==> config.mk <==
export PLATFORM = sky130hd
export DESIGN_NAME = onehot_req_encoder
export DESIGN_NICKNAME = d
export VERILOG_FILES = /design/src/rtl/onehot_req_encoder.sv
export SDC_FILE = /design/constraint.sdc
export NUM_CORES = 1
export LEC_CHECK = 0
export CORE_MARGIN = 5
export CORE_UTILIZATION = 25
export DETAILED_ROUTE_END_ITERATION = 12
export GPL_TIMING_DRIVEN = 0
export PLACE_DENSITY = 0.61
export SLEW_MARGIN = 15
export SYNTH_ARGS = -nofsm -noshare
export SYNTH_HDL_FRONTEND = slang
export SYNTH_SLANG_ARGS = --single-unit
==> constraint.sdc <==
create_clock -name clk -period 1.7 [get_ports clk]
set_input_delay 0.255 -clock clk [delete_from_list [all_inputs] [get_ports clk]]
set_output_delay 0.255 -clock clk [all_outputs]
set_load 0.03 [all_outputs]
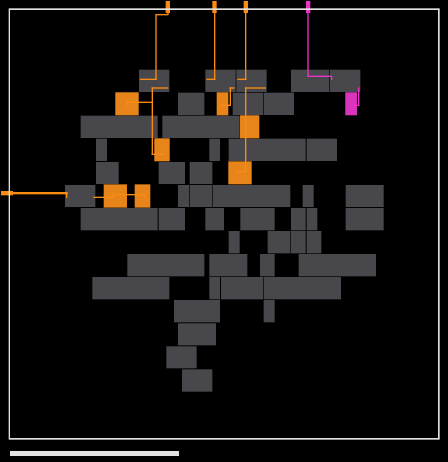
**Above:** port wiring.
The bar under the picture is 20 um long.
legend:
  reset:
    colour: magenta
    bits: 1
    direction: input
    end_cells: 1
    buffers: 1
    wire: 13.9 um
  req:
    colour: orange
    bits: 4
    direction: input
    end_cells: 7
    buffers: 4
    wire: 73.3 um
PortBufs: 14
I/O pin cnt: 15

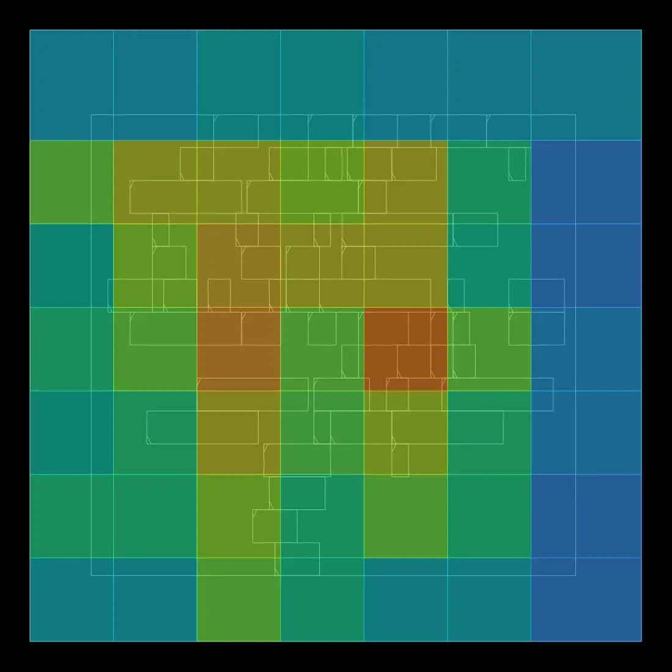
**Above:** congestion heat map.
met3 Track Usage GR: 5.325%
wire length per cell: 12.99 um
Core Util, Final: 39.82%

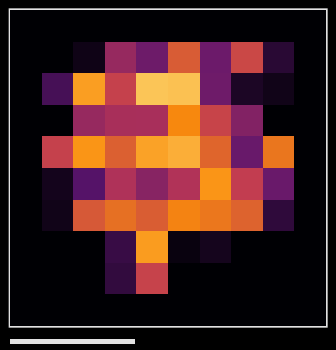
**Above:** cell density map.
The bar under the picture is 20 um long. The die is cut into 10 by 10 equal tiles; black is low, pale yellow is high, 0 to 100% covered.
tiles over 75% full: 8.0%
fullest tile: 87%
nearly empty tiles: 49%
Core Area: 1524 um^2
fp_density: 26.93%

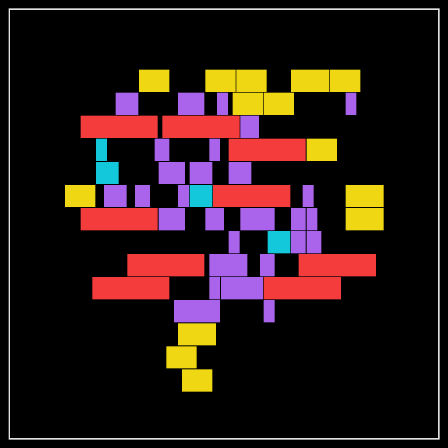
**Above:** cell classes on the final placement.
legend:
  combinational and other logic:
    colour: purple
    cells: 28
    share_of_their_area: 32%
  remaining buffers and delay cells:
    colour: yellow
    cells: 14
    share_of_their_area: 26%
  sequential cells:
    colour: red
    cells: 9
    share_of_their_area: 38%
  clock drivers and dummy loads:
    colour: cyan
    cells: 4
    share_of_their_area: 4.5%
Seq/total area: 37.11%
post-route design area: 606.8 um^2
# rows: 14

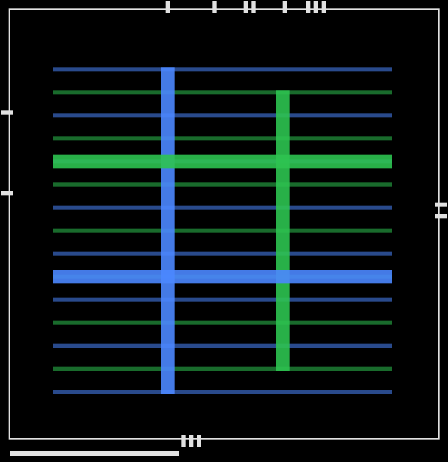
**Above:** floorplan with the power grid.
The bar under the picture is 20 um long. Pins as bars on the die edge.
legend:
  VSS:
    colour: blue
  VDD:
    colour: green
met1 rails: 15
rows: 14
Die Wd: 50.52 um
Die Ht: 50.52 um
VDD IR-drop max: 422.4 uV

==> results.json <==
{
  "ys_ff": 9,
  "grtUsageTotal_pct": 7.976,
  "most_common_cell": "dfrtp_1",
  "finalClockSkew_ps": 10.08,
  "crit_family": "buffers and inverters",
  "top_cell_area_share_pct": 54.88,
  "cp-end-kind": "primary output",
  "fin_nets": 63,
  "fp_nets": 44,
  "r2r_slack_ps": 300,
  "yosysChipArea_um2": 410.4,
  "dr.first_iter.drc_count": 2,
  "synthArstFlopShare_pct": 100.0,
  "hold_ws_ps": 250.8,
  "slowest_stage": "clkdlybuf4s50_1",
  "max_cap_violations": 0,
  "clk_latency_ps": 260,
  "power.density_nw_per_um2": 876.1,
  "rsz0062_at_grt": "false",
  "clkSinkCount": 9,
  "first_global_vias": 327,
  "status": "finished clean",
  "routed_wl_um": 922,
  "synth_cell_types": 18,
  "grt_pass1_wl_um": 1504,
  "synth_area_um2": 410.4,
  "yosysWarnings": 0,
  "flop_area_um2": 225.2,
  "required_ps": 1440,
  "fin_crit_ps": 1648,
  "clkSlewWorstSetupHoldPaths_ps": 70,
  "layout.cells.non_filler": 71,
  "busiest_layer": "met2",
  "dieArea_um2": 2552,
  "tns_ps": 0,
  "avgSynthCellArea_um2": 11.09,
  "timing.fmax_mhz": 606.9,
  "area_delta_synth_final_pct": 47.87,
  "crit_type": "flip-flop to primary output",
  "dpl.cell_count": 67,
  "postSynthCellCount": 37,
  "antenna_found_initial": 0,
  "path_max_fanout": 6
}
[power by group]
group          leakage, nW  switching, mW  internal (mW)
clock               0.0150         0.0752         0.0904
sequential          0.0903         0.0264          0.230
combinational        0.159         0.0558         0.0541
[area by class of cell]
type                            count  area share (%)
Sequential cell                     9           37.11
Multi-Input combinational cell     24           28.04
Timing Repair Buffer               14           24.74
Clock buffer                        4           4.330
Tap cell                           16           3.299
Inverter                            4           2.474
[cells by family after synthesis]
kind of cell	share of synthesized area (%)
buffers and inverters	3.657
flip-flops	54.88
AND/OR/NAND/NOR	18.90
AND-OR/OR-AND	22.56
[repair_timing]
item | CTS | global route
hold buffers | 0 | 0
setup endpoints to repair | 0 | 4
resized | 0 | 4
[metal layers]
metal,vias up,wire length (um)
met5,-,0
met1,176,408
met3,0,38
met2,9,475
met4,0,0
li1,173,-
No activity file was given, so power comes from the tool's default toggle rates.
